$ cat src/rtl/param_datapath.sv
// Parametrised Mini SRC datapath: encoded bus mux, iterative signed MUL/DIV, req/ack memory port.
// Define DP_MEM_TIMEOUT_EN to abort a memory request after 15 cycles without ack (sticky o_mem_err).
module param_datapath #(
  parameter int  DATA_W   = 32,
  parameter int  NUM_REGS = 16,
  parameter int  IMM_W    = 19,
  localparam int RW       = $clog2(NUM_REGS)
) (
  input  logic              i_clk,
  input  logic              i_rst_n,
  input  logic [2:0]        i_src_kind,
  input  logic [RW-1:0]     i_src_reg,
  input  logic              i_ba_out,
  input  logic              i_reg_we,
  input  logic [RW-1:0]     i_dst_reg,
  input  logic              i_pc_in,
  input  logic              i_ir_in,
  input  logic              i_y_in,
  input  logic              i_mar_in,
  input  logic              i_mdr_in,
  input  logic              i_hi_in,
  input  logic              i_lo_in,
  input  logic              i_out_in,
  input  logic              i_inc_pc,
  input  logic              i_c_out,
  input  logic [3:0]        i_alu_op,
  input  logic              i_z_in,
  input  logic              i_mem_rd,
  input  logic              i_mem_wr,
  output logic              o_mem_req,
  output logic              o_mem_we,
  output logic [DATA_W-1:0] o_mem_addr,
  output logic [DATA_W-1:0] o_mem_wdata,
  input  logic [DATA_W-1:0] i_mem_rdata,
  input  logic              i_mem_ack,
  input  logic [DATA_W-1:0] i_in_port,
  input  logic              i_strobe,
  output logic [DATA_W-1:0] o_out_port,
  output logic [DATA_W-1:0] o_ir_value,
  output logic              o_busy,
  output logic              o_mem_err
);
  localparam int SW = $clog2(DATA_W);

  typedef enum logic [1:0] {MD_IDLE, MD_RUN, MD_DONE} md_state_t;
  typedef enum logic {MEM_IDLE, MEM_REQ} mem_state_t;

  md_state_t   r_md_state, w_md_next;
  mem_state_t  r_mem_state, w_mem_next;

  logic [DATA_W-1:0] r_regs [NUM_REGS];
  logic [DATA_W-1:0] r_pc, r_ir, r_y, r_hi, r_lo, r_zhi, r_zlo;
  logic [DATA_W-1:0] r_mar, r_mdr, r_in, r_out;
  logic              r_mem_we;

  logic [DATA_W-1:0] r_md_a, r_md_b, r_md_hi, r_md_lo;
  logic [SW-1:0]     r_md_cnt;
  logic              r_md_is_div, r_md_neg_q, r_md_neg_r;

  logic [DATA_W-1:0]   w_bus, w_a, w_b, w_imm, w_alu, w_abs_a, w_abs_b;
  logic [DATA_W-1:0]   w_div_diff, w_quot, w_rem;
  logic [DATA_W:0]     w_mul_sum, w_div_sh;
  logic [2*DATA_W-1:0] w_prod_mag, w_prod;
  logic [3:0]          w_op;
  logic [SW-1:0]       w_sh, w_rot;
  logic                w_is_md_op, w_md_start, w_alu_z, w_div_ge;
  logic                w_mem_start, w_mem_rd_done, w_timeout;

  always_comb begin
    w_bus = '0;
    case (i_src_kind)
      3'd0: w_bus = (i_ba_out && i_src_reg == '0) ? '0 : r_regs[i_src_reg];
      3'd1: w_bus = r_pc;
      3'd2: w_bus = r_zlo;
      3'd3: w_bus = r_zhi;
      3'd4: w_bus = r_hi;
      3'd5: w_bus = r_lo;
      3'd6: w_bus = r_mdr;
      3'd7: w_bus = r_in;
    endcase
  end

  assign w_imm = DATA_W'($signed(r_ir[IMM_W-1:0]));
  assign w_a   = i_inc_pc ? DATA_W'(1) : r_y;
  assign w_b   = i_c_out ? w_imm : w_bus;
  assign w_op  = i_inc_pc ? 4'd0 : i_alu_op;
  assign w_sh  = w_b[SW-1:0];
  assign w_rot = SW'(int'(w_sh) % DATA_W);

  always_comb begin
    w_alu = '0;
    case (w_op)
      4'd0:  w_alu = w_a + w_b;
      4'd1:  w_alu = w_a - w_b;
      4'd2:  w_alu = w_a & w_b;
      4'd3:  w_alu = w_a | w_b;
      4'd4:  w_alu = w_a >> w_sh;
      4'd5:  w_alu = $signed(w_a) >>> w_sh;
      4'd6:  w_alu = w_a << w_sh;
      4'd7:  w_alu = (w_a >> w_rot) | (w_a << (DATA_W - int'(w_rot)));
      4'd8:  w_alu = (w_a << w_rot) | (w_a >> (DATA_W - int'(w_rot)));
      4'd9:  w_alu = -w_b;
      4'd10: w_alu = ~w_b;
      default: w_alu = '0;
    endcase
  end

  // MUL/DIV run on magnitudes; signs are reapplied when the result is written to Z.
  assign w_is_md_op = (w_op == 4'd11) || (w_op == 4'd12);
  assign w_md_start = i_z_in && (r_md_state == MD_IDLE) && w_is_md_op;
  assign w_alu_z    = i_z_in && (r_md_state == MD_IDLE) && !w_is_md_op;
  assign w_abs_a    = w_a[DATA_W-1] ? -w_a : w_a;
  assign w_abs_b    = w_b[DATA_W-1] ? -w_b : w_b;

  assign w_mul_sum  = {1'b0, r_md_hi} + {1'b0, (r_md_lo[0] ? r_md_b : '0)};
  assign w_div_sh   = {r_md_hi, r_md_lo[DATA_W-1]};
  assign w_div_ge   = w_div_sh >= {1'b0, r_md_b};
  assign w_div_diff = w_div_sh[DATA_W-1:0] - r_md_b;
  assign w_prod_mag = {r_md_hi, r_md_lo};
  assign w_prod     = r_md_neg_q ? -w_prod_mag : w_prod_mag;
  assign w_quot     = r_md_neg_q ? -r_md_lo : r_md_lo;
  assign w_rem      = r_md_neg_r ? -r_md_hi : r_md_hi;

  always_comb begin
    w_md_next = r_md_state;
    case (r_md_state)
      MD_IDLE: if (w_md_start) w_md_next = MD_RUN;
      MD_RUN:  if (r_md_cnt == '0) w_md_next = MD_DONE;
      MD_DONE: w_md_next = MD_IDLE;
      default: w_md_next = MD_IDLE;
    endcase
  end

  always_ff @(posedge i_clk or negedge i_rst_n) begin
    if (!i_rst_n) r_md_state <= MD_IDLE;
    else          r_md_state <= w_md_next;
  end

  always_ff @(posedge i_clk or negedge i_rst_n) begin
    if (!i_rst_n) begin
      r_md_a      <= '0;
      r_md_b      <= '0;
      r_md_hi     <= '0;
      r_md_lo     <= '0;
      r_md_cnt    <= '0;
      r_md_is_div <= 1'b0;
      r_md_neg_q  <= 1'b0;
      r_md_neg_r  <= 1'b0;
    end else if (w_md_start) begin
      r_md_a      <= w_a;
      r_md_b      <= w_abs_b;
      r_md_hi     <= '0;
      r_md_lo     <= w_abs_a;
      r_md_cnt    <= SW'(DATA_W - 1);
      r_md_is_div <= (w_op == 4'd12);
      r_md_neg_q  <= w_a[DATA_W-1] ^ w_b[DATA_W-1];
      r_md_neg_r  <= w_a[DATA_W-1];
    end else if (r_md_state == MD_RUN) begin
      r_md_cnt <= r_md_cnt - SW'(1);
      if (r_md_is_div) begin
        r_md_hi <= w_div_ge ? w_div_diff : w_div_sh[DATA_W-1:0];
        r_md_lo <= {r_md_lo[DATA_W-2:0], w_div_ge};
      end else begin
        r_md_hi <= w_mul_sum[DATA_W:1];
        r_md_lo <= {w_mul_sum[0], r_md_lo[DATA_W-1:1]};
      end
    end
  end

  always_ff @(posedge i_clk or negedge i_rst_n) begin
    if (!i_rst_n) begin
      r_zlo <= '0;
      r_zhi <= '0;
    end else if (r_md_state == MD_DONE) begin
      if (!r_md_is_div) begin
        {r_zhi, r_zlo} <= w_prod;
      end else if (r_md_b == '0) begin
        r_zlo <= '1;
        r_zhi <= r_md_a;
      end else begin
        r_zlo <= w_quot;
        r_zhi <= w_rem;
      end
    end else if (w_alu_z) begin
      r_zlo <= w_alu;
      r_zhi <= '0;
    end
  end

  // Memory unit: a read wins over a simultaneous write; MAR/MDR are frozen while a request is open.
  assign w_mem_start   = (r_mem_state == MEM_IDLE) && (i_mem_rd || i_mem_wr) && !o_busy;
  assign w_mem_rd_done = (r_mem_state == MEM_REQ) && i_mem_ack && !r_mem_we;

`ifdef DP_MEM_TIMEOUT_EN
  logic [3:0] r_to_cnt;
  logic       r_mem_err;

  assign w_timeout = (r_mem_state == MEM_REQ) && !i_mem_ack && (r_to_cnt == 4'd14);

  always_ff @(posedge i_clk or negedge i_rst_n) begin
    if (!i_rst_n) begin
      r_to_cnt  <= 4'd0;
      r_mem_err <= 1'b0;
    end else begin
      r_to_cnt <= (r_mem_state == MEM_REQ) ? r_to_cnt + 4'd1 : 4'd0;
      if (w_timeout) r_mem_err <= 1'b1;
    end
  end

  assign o_mem_err = r_mem_err;
`else
  assign w_timeout = 1'b0;
  assign o_mem_err = 1'b0;
`endif

  always_comb begin
    w_mem_next = r_mem_state;
    case (r_mem_state)
      MEM_IDLE: if (w_mem_start) w_mem_next = MEM_REQ;
      MEM_REQ:  if (i_mem_ack || w_timeout) w_mem_next = MEM_IDLE;
      default:  w_mem_next = MEM_IDLE;
    endcase
  end

  always_ff @(posedge i_clk or negedge i_rst_n) begin
    if (!i_rst_n) begin
      r_mem_state <= MEM_IDLE;
      r_mem_we    <= 1'b0;
    end else begin
      r_mem_state <= w_mem_next;
      if (w_mem_start) r_mem_we <= i_mem_wr && !i_mem_rd;
    end
  end

  always_ff @(posedge i_clk or negedge i_rst_n) begin
    if (!i_rst_n) begin
      for (int i = 0; i < NUM_REGS; i++) r_regs[i] <= '0;
      r_pc  <= '0;
      r_ir  <= '0;
      r_y   <= '0;
      r_hi  <= '0;
      r_lo  <= '0;
      r_mar <= '0;
      r_mdr <= '0;
      r_in  <= '0;
      r_out <= '0;
    end else begin
      if (i_reg_we) r_regs[i_dst_reg] <= w_bus;
      if (i_pc_in)  r_pc  <= w_bus;
      if (i_ir_in)  r_ir  <= w_bus;
      if (i_y_in)   r_y   <= w_bus;
      if (i_hi_in)  r_hi  <= w_bus;
      if (i_lo_in)  r_lo  <= w_bus;
      if (i_out_in) r_out <= w_bus;
      if (i_strobe) r_in  <= i_in_port;
      if (i_mar_in && r_mem_state == MEM_IDLE) r_mar <= w_bus;
      if (w_mem_rd_done)
        r_mdr <= i_mem_rdata;
      else if (i_mdr_in && r_mem_state == MEM_IDLE)
        r_mdr <= w_bus;
    end
  end

  assign o_busy      = (r_md_state != MD_IDLE) || (r_mem_state != MEM_IDLE);
  assign o_mem_req   = (r_mem_state == MEM_REQ);
  assign o_mem_we    = (r_mem_state == MEM_REQ) && r_mem_we;
  assign o_mem_addr  = r_mar;
  assign o_mem_wdata = r_mdr;
  assign o_out_port  = r_out;
  assign o_ir_value  = r_ir;

endmodule

$ cat config.mk
export PLATFORM = sky130hd
export DESIGN_NAME = param_datapath
export DESIGN_NICKNAME = d
export VERILOG_FILES = /design/src/rtl/param_datapath.sv
export SDC_FILE = /design/constraint.sdc
export NUM_CORES = 2
export LEC_CHECK = 0
export CORE_UTILIZATION = 45
export CTS_BUF_LIST = sky130_fd_sc_hd__clkbuf_2 sky130_fd_sc_hd__clkbuf_4 sky130_fd_sc_hd__clkbuf_8
export CTS_CLUSTER_DIAMETER = 40
export DETAILED_ROUTE_END_ITERATION = 16
export GPL_TIMING_DRIVEN = 0
export PLACE_DENSITY_LB_ADDON = 0.15
export SETUP_SLACK_MARGIN = 0.3
export SYNTH_ARGS = -nofsm -noshare
export SYNTH_HDL_FRONTEND = slang
export SYNTH_SLANG_ARGS = --single-unit
$ cat constraint.sdc
create_clock -name i_clk -period 7.2 [get_ports i_clk]
set_input_delay 1.08 -clock i_clk [delete_from_list [all_inputs] [get_ports i_clk]]
set_output_delay 1.08 -clock i_clk [all_outputs]
set_load 0.005 [all_outputs]
Figure 1. Met2 routing.
Drawn at 1 px/um.
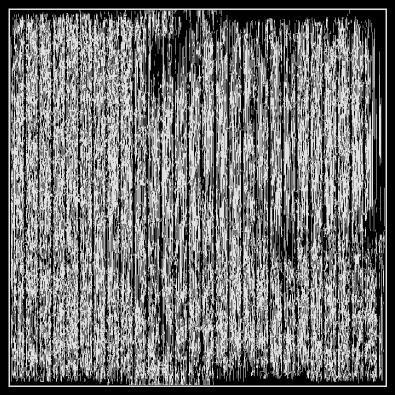
The longest straight run is 179 um. The layer carries 155 mm of wire. The layer holds 40% of the routed length. The wires run mostly vertical.

Figure 2. Sequential cells grouped by signal name.
Drawn at 1 px/um. Other sequential cells in the stronger grey, the rest of the logic in the fainter grey.
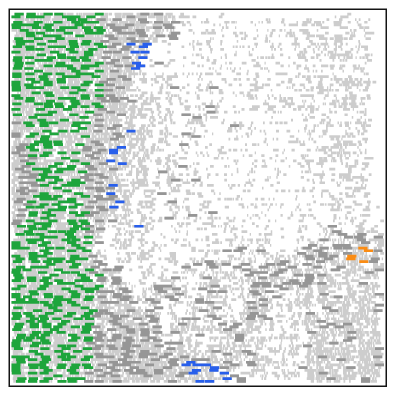
Key: blue = o_ir_value [sequential cells 32]; orange = r_md_cnt [sequential cells 5]; green = r_regs [sequential cells 512, where a column on the left]
Another 454 sequential cells are not coloured.

==> results.cfg <==
; generated from flow reports
[yosys]
synth_top_cell_by_count = nand2_1
synth_nets = 7313
synth_cells = 7105
numSynthFlops = 1003
synthSimpleGateAreaFrac = 0.148

[detailed_routing]
wl_um = 390000
wl_met2_um = 155000
drc_errors = 0
drt_iter0_markers = 11600
dr_wl_met3_um = 54400

[setup_path]
reg2reg_depth = 22
critPathLaunch = i_inc_pc
worstSetupStartpointType = input port

[sta]
slew_violations = 35
setup_viol = 3
worstMarginPinSlew_ns = 1.67
worst_slack_ns = -0.140

[power_and_ir_drop]
p_comb_frac = 0.461
leakage_nw = 31.4
power_combinational_w = 0.0128

[cts]
cts_max_path_buffers = 3
clkTransAtPathRegs_ns = 0.06

[global_routing]
grt_use_met3 = 0.206
antenna_found_initial = 41
grt.busiest_layer = met2
grt_pass1_wl_um = 530000

[cells_and_area]
fin_cells = 9541
nets = 7783

[outcome]
violations = max-capacitance violations, max-slew violations, negative setup slack
status = finished, violations left

[flow_run]
cap_viol_max_count = 5

[floorplan]
tap_cells = 1794

[place]
placed_area_um2 = 67700
Figure 3. Zoomed window.
Window x 175 to 200, y 175 to 200 um. Cells in grey, sequential cells in the stronger grey; small squares are vias.
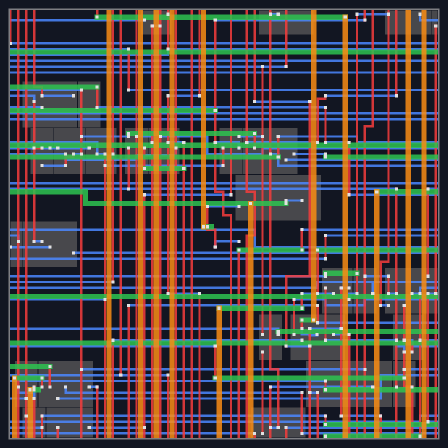
Key: red = met2; orange = met4; blue = met1; green = met3
28 logic cells have their middle in the window. Sequential cells in the window: 0. Most frequent: nor2_1 (4), nand2_1 (4), o21ai_0 (4).

Figure 4. Routing congestion map.
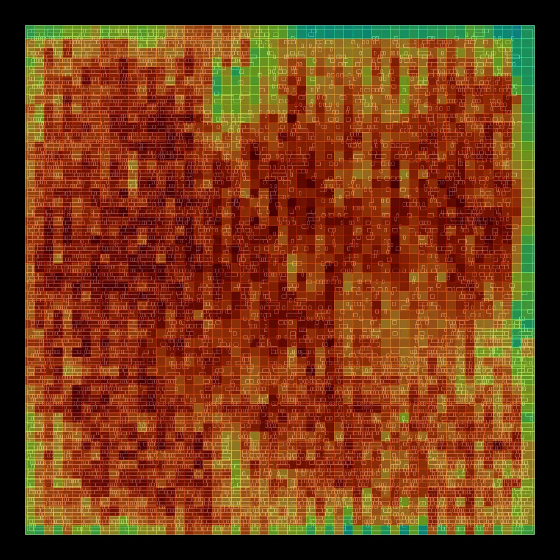
Total Routing Usage GR: 0.542
Avg WL per Cell: 40.9 um

[cells in the final DEF, fill, tap and decap left out, types with 71 or more instances in the layout]
| cell | count |
|---|---|
| xor2_1 | 113 |
| a22oi_1 | 80 |
| nor2_1 | 555 |
| mux2i_1 | 298 |
| mux2_2 | 109 |
| nand2_1 | 1051 |
| ha_1 | 105 |
| clkdlybuf4s50_1 | 209 |
| o21ai_0 | 951 |
| a21oi_1 | 495 |
| mux4_2 | 151 |
| dfrtp_1 | 1003 |
| clkbuf_8 | 217 |
| xnor2_1 | 115 |
| a211oi_1 | 71 |
| inv_1 | 110 |
| buf_4 | 78 |
| clkbuf_1 | 420 |
| nand3_1 | 111 |
